[config.mk]
export PLATFORM = sky130hd
export DESIGN_NAME = unpacker_stream
export DESIGN_NICKNAME = d
export VERILOG_FILES = /design/src/rtl/unpacker_pkg.sv /design/src/rtl/unpacker_chunk_sel.sv /design/src/rtl/unpacker_stream.sv
export SDC_FILE = /design/constraint.sdc
export NUM_CORES = 2
export LEC_CHECK = 0
export CELL_PAD_IN_SITES_DETAIL_PLACEMENT = 1
export CELL_PAD_IN_SITES_GLOBAL_PLACEMENT = 2
export CORE_AREA = 2 2 601 603
export CTS_CLUSTER_SIZE = 14
export DETAILED_ROUTE_END_ITERATION = 12
export DIE_AREA = 0 0 603 605
export PLACE_DENSITY = 0.64
export SETUP_SLACK_MARGIN = 0.1
export SLEW_MARGIN = 20
export SYNTH_ARGS = -nofsm -noshare
export SYNTH_HDL_FRONTEND = slang
export SYNTH_SLANG_ARGS = --single-unit
[constraint.sdc]
create_clock -name clk -period 9.46 [get_ports clk]
set_input_delay 1.892 -clock clk [delete_from_list [all_inputs] [get_ports clk]]
set_output_delay 1.892 -clock clk [all_outputs]
set_load 0.03 [all_outputs]
[src/rtl/unpacker_pkg.sv]
// unpacker_pkg: shared types and helpers for the wide-to-narrow beat unpacker.
// Default geometry matches the original 160B -> 32B fabric adapter.
package unpacker_pkg;

  typedef enum logic [0:0] {
    UNP_IDLE,
    UNP_BUSY
  } unp_state_t;

  localparam int DEF_IN_BYTES  = 160;
  localparam int DEF_OUT_BYTES = 32;
  localparam int DEF_VBC_W     = 8;
  localparam int N_CHUNK       = DEF_IN_BYTES / DEF_OUT_BYTES;

  function automatic int unsigned ceil_div(
    input int unsigned vbc,
    input int unsigned out_bytes
  );
    return (vbc + out_bytes - 1) / out_bytes;
  endfunction

endpackage

[src/rtl/unpacker_chunk_sel.sv]
// unpacker_chunk_sel: picks narrow chunk k out of a wide beat.
// Bytes past the chunk's valid count are forced to zero.
module unpacker_chunk_sel #(
  parameter int IN_BYTES  = 160,
  parameter int OUT_BYTES = 32,
  parameter int VBC_W     = 8,
  parameter int CW        = 3
) (
  input  logic [IN_BYTES*8-1:0]  src,
  input  logic [VBC_W-1:0]       vbc,
  input  logic [CW-1:0]          k,
  output logic [OUT_BYTES*8-1:0] data,
  output logic [VBC_W-1:0]       cnt
);

  logic [VBC_W:0]         base;
  logic [VBC_W:0]         rem;
  logic [OUT_BYTES*8-1:0] raw;

  // Byte count of chunk k (one bit wider so it cannot wrap), then masked slice.
  always_comb begin
    base = (VBC_W+1)'(int'(k) * OUT_BYTES);
    rem  = {1'b0, vbc} - base;
    cnt  = (rem > (VBC_W+1)'(OUT_BYTES))
         ? VBC_W'(OUT_BYTES) : rem[VBC_W-1:0];
    raw  = src[int'(k)*OUT_BYTES*8 +: OUT_BYTES*8];
    data = '0;
    for (int i = 0; i < OUT_BYTES; i++) begin
      if (VBC_W'(i) < cnt) data[i*8 +: 8] = raw[i*8 +: 8];
    end
  end

endmodule

[src/rtl/unpacker_stream.sv]
// unpacker_stream: splits one wide beat into ceil(vbc/OUT_BYTES) narrow beats.
// Valid/ready on both sides; framing and length errors pulse err.
module unpacker_stream
  import unpacker_pkg::*;
#(
  parameter int IN_BYTES  = DEF_IN_BYTES,
  parameter int OUT_BYTES = DEF_OUT_BYTES,
  parameter int VBC_W     = DEF_VBC_W
) (
  input  logic                   clk,
  input  logic                   reset,
  input  logic                   val,
  input  logic                   sop,
  input  logic                   eop,
  input  logic [VBC_W-1:0]       vbc,
  input  logic [IN_BYTES*8-1:0]  data,
  output logic                   ready,
  output logic                   o_val,
  input  logic                   o_rdy,
  output logic                   o_sop,
  output logic                   o_eop,
  output logic [VBC_W-1:0]       o_vbc,
  output logic [OUT_BYTES*8-1:0] o_data,
  output logic                   idle,
  output logic                   err
);

  localparam int NC = IN_BYTES / OUT_BYTES;
  localparam int CW = (NC > 1) ? $clog2(NC) : 1;
  localparam int IW = IN_BYTES * 8;
  localparam int OW = OUT_BYTES * 8;

  if (IN_BYTES % OUT_BYTES != 0) begin : g_bad_ratio
    $error("IN_BYTES must be a multiple of OUT_BYTES");
  end
  if ((1 << VBC_W) <= IN_BYTES) begin : g_bad_vbc_w
    $error("VBC_W too narrow to hold IN_BYTES");
  end

  unp_state_t state;
  unp_state_t state_nx;

  logic [IW-1:0]    buf_data;
  logic [VBC_W-1:0] buf_vbc;
  logic             buf_eop;
  logic [CW-1:0]    chunk;
  logic [CW-1:0]    nxt_chunk;
  logic [CW-1:0]    last_idx;
  logic [CW-1:0]    new_last;
  logic             in_pkt;

  logic take;
  logic last_chunk;
  logic acc;
  logic bad_len;
  logic load;
  logic frame_err;

  logic [IW-1:0]    sel_src;
  logic [VBC_W-1:0] sel_vbc;
  logic [CW-1:0]    sel_k;
  logic [OW-1:0]    sel_data;
  logic [VBC_W-1:0] sel_cnt;

  assign take       = o_val & o_rdy;
  assign last_chunk = (chunk == last_idx);
  assign idle       = (state == UNP_IDLE);
  assign ready      = idle | (take & last_chunk);
  assign acc        = val & ready;
  assign bad_len    = {1'b0, vbc} > (VBC_W+1)'(IN_BYTES);
  assign load       = acc & (vbc != '0) & ~bad_len;
  assign frame_err  = sop ? in_pkt : ~in_pkt;
  assign nxt_chunk  = chunk + CW'(1);
  assign new_last   = CW'(ceil_div(32'(vbc), 32'(OUT_BYTES)) - 1);

  // A fresh beat feeds chunk 0 straight from the input for one-cycle latency.
  assign sel_src = load ? data : buf_data;
  assign sel_vbc = load ? vbc : buf_vbc;
  assign sel_k   = load ? '0 : nxt_chunk;

  unpacker_chunk_sel #(
    .IN_BYTES  (IN_BYTES),
    .OUT_BYTES (OUT_BYTES),
    .VBC_W     (VBC_W),
    .CW        (CW)
  ) u_sel (
    .src  (sel_src),
    .vbc  (sel_vbc),
    .k    (sel_k),
    .data (sel_data),
    .cnt  (sel_cnt)
  );

  // Next state: a loaded beat always wins over draining the last chunk.
  always_comb begin
    state_nx = state;
    if (load) begin
      state_nx = UNP_BUSY;
    end else if (take & last_chunk) begin
      state_nx = UNP_IDLE;
    end
  end

  // State register.
  always_ff @(posedge clk) begin
    if (reset) state <= UNP_IDLE;
    else       state <= state_nx;
  end

  // Beat buffer, chunk counter, packet tracking and registered outputs.
  always_ff @(posedge clk) begin
    if (reset) begin
      buf_data <= '0;
      buf_vbc  <= '0;
      buf_eop  <= 1'b0;
      chunk    <= '0;
      last_idx <= '0;
      in_pkt   <= 1'b0;
      err      <= 1'b0;
      o_val    <= 1'b0;
      o_sop    <= 1'b0;
      o_eop    <= 1'b0;
      o_vbc    <= '0;
      o_data   <= '0;
    end else begin
      err <= (acc & bad_len) | (load & frame_err);
      if (load) begin
        buf_data <= data;
        buf_vbc  <= vbc;
        buf_eop  <= eop;
        chunk    <= '0;
        last_idx <= new_last;
        in_pkt   <= ~eop;
        o_val    <= 1'b1;
        o_sop    <= sop;
        o_eop    <= eop & (new_last == '0);
        o_vbc    <= sel_cnt;
        o_data   <= sel_data;
      end else if (take) begin
        if (last_chunk) begin
          o_val  <= 1'b0;
          o_sop  <= 1'b0;
          o_eop  <= 1'b0;
          o_vbc  <= '0;
          o_data <= '0;
        end else begin
          chunk  <= nxt_chunk;
          o_sop  <= 1'b0;
          o_eop  <= buf_eop & (nxt_chunk == last_idx);
          o_vbc  <= sel_cnt;
          o_data <= sel_data;
        end
      end
    end
  end

endmodule
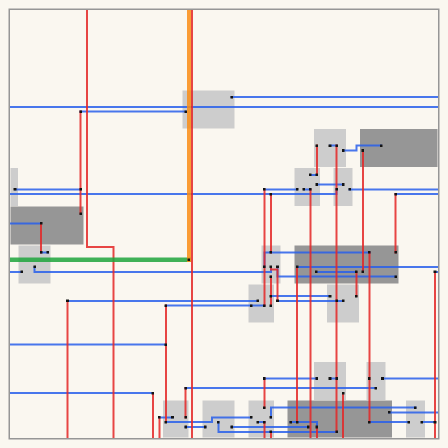
zoom.png
Window x 286 to 316, y 166 to 196 um. Cells in gray, sequential cells in the stronger gray; small squares are vias.
Key: green = met3; orange = met4; red = met2; blue = met1
18 logic cells have their middle in the window. Most frequent: nor2b_1 (5). Netlist names of flops here include o_data (4). Sequential cells in the window: 4.

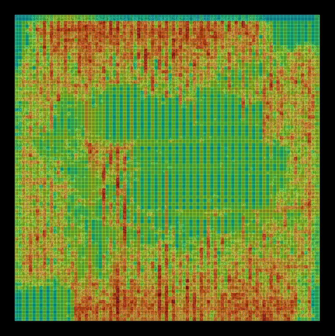
final_congestion.png
met3 Use GR: 0.0501
grt met1 use: 0.258
gr usage total: 0.206

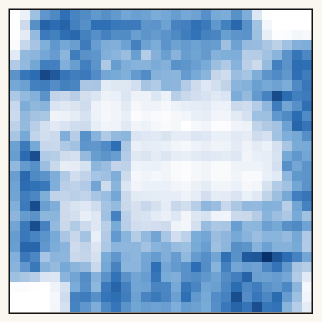
wire_density.png
Scale: 0.5 px per um. 30 x 30 tiles, from white (low) to dark blue (high), scaled to the fullest tile. Values are wire area over tile area, all layers added.
39% of the tiles are over half the peak. The fullest tile reaches 0.44. 3.6% of the tiles are nearly empty. The mean over all tiles is 0.17. The emptiest ninth of the die: middle.
Avg WL per Cell: 27.3 um
DRT Wirelength: 391000 um
DR vias: 64900

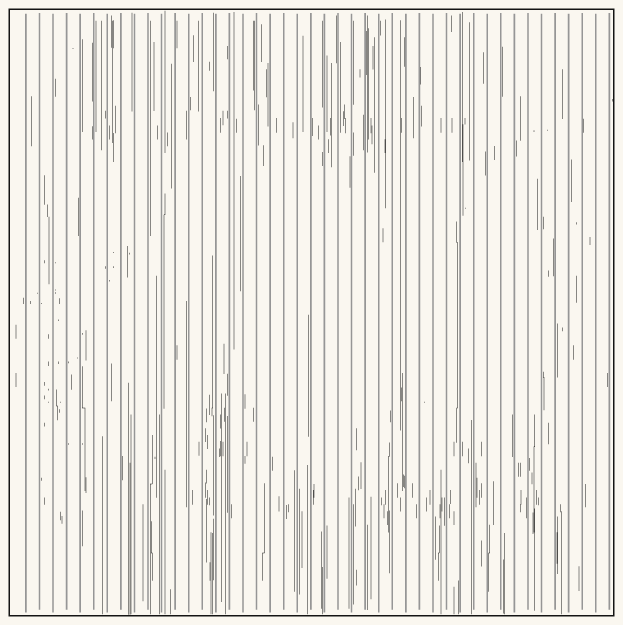
met4.png
Scale: 1 px per um. Supply wires on this layer in gray.
The wires run mostly vertical. 224 nets have wire on it.

==> run summary <==
comb pwr -> 2.77 mW
clock network area share -> 0.0728
# clock sinks -> 1565
most numerous logic cell after layout -> nand2_1
Top cells by area -> dfxtp_1 (48%), nand2_1 (18%), a21oi_1 (14%), mux4_2 (8.9%), buf_2 (2.7%)
Synth area leader -> dfxtp_1
Syn Area/Cell -> 8.01 um2
XOR/XNOR Area Share -> 0.00189
Top Ports -> 1564
Area leader share -> 0.483
grt total ovfl -> 0
DRT iter0 DRCs -> 4234
core area -> 0.358 mm2
Die H -> 605 um
Setup Fix Bufs, Post-CTS -> 0
family with the most delay on the worst path -> AND-OR/OR-AND gates
synth unique cells -> 60
inverter count -> 6
RSZ-0062 raised after global routing -> false
Final Hold Vio Count -> 0
Setup TNS -> 0 ns
Stages on worst setup path -> 15
Main synth FF type -> dfxtp_1
Comb gates -> 5849
Main logic family -> simple AND/OR/NAND/NOR gates
# H-tree levels -> 4
GR Layer Usage met2 -> 0.341
WHS Endpoint -> o_data[242]
Layout area overhead -> 40.9%
slack of the worst reg-to-reg path -> 3.52 ns
sequential power share -> 0.404
tool warnings -> 95
status -> finished clean
most numerous logic cells after layout -> nand2_1 (3064), a21oi_1 (1773), dfxtp_1 (1564), clkdlybuf4s50_1 (1562), mux4_2 (256)
Power and IR drop assume default switching activity.
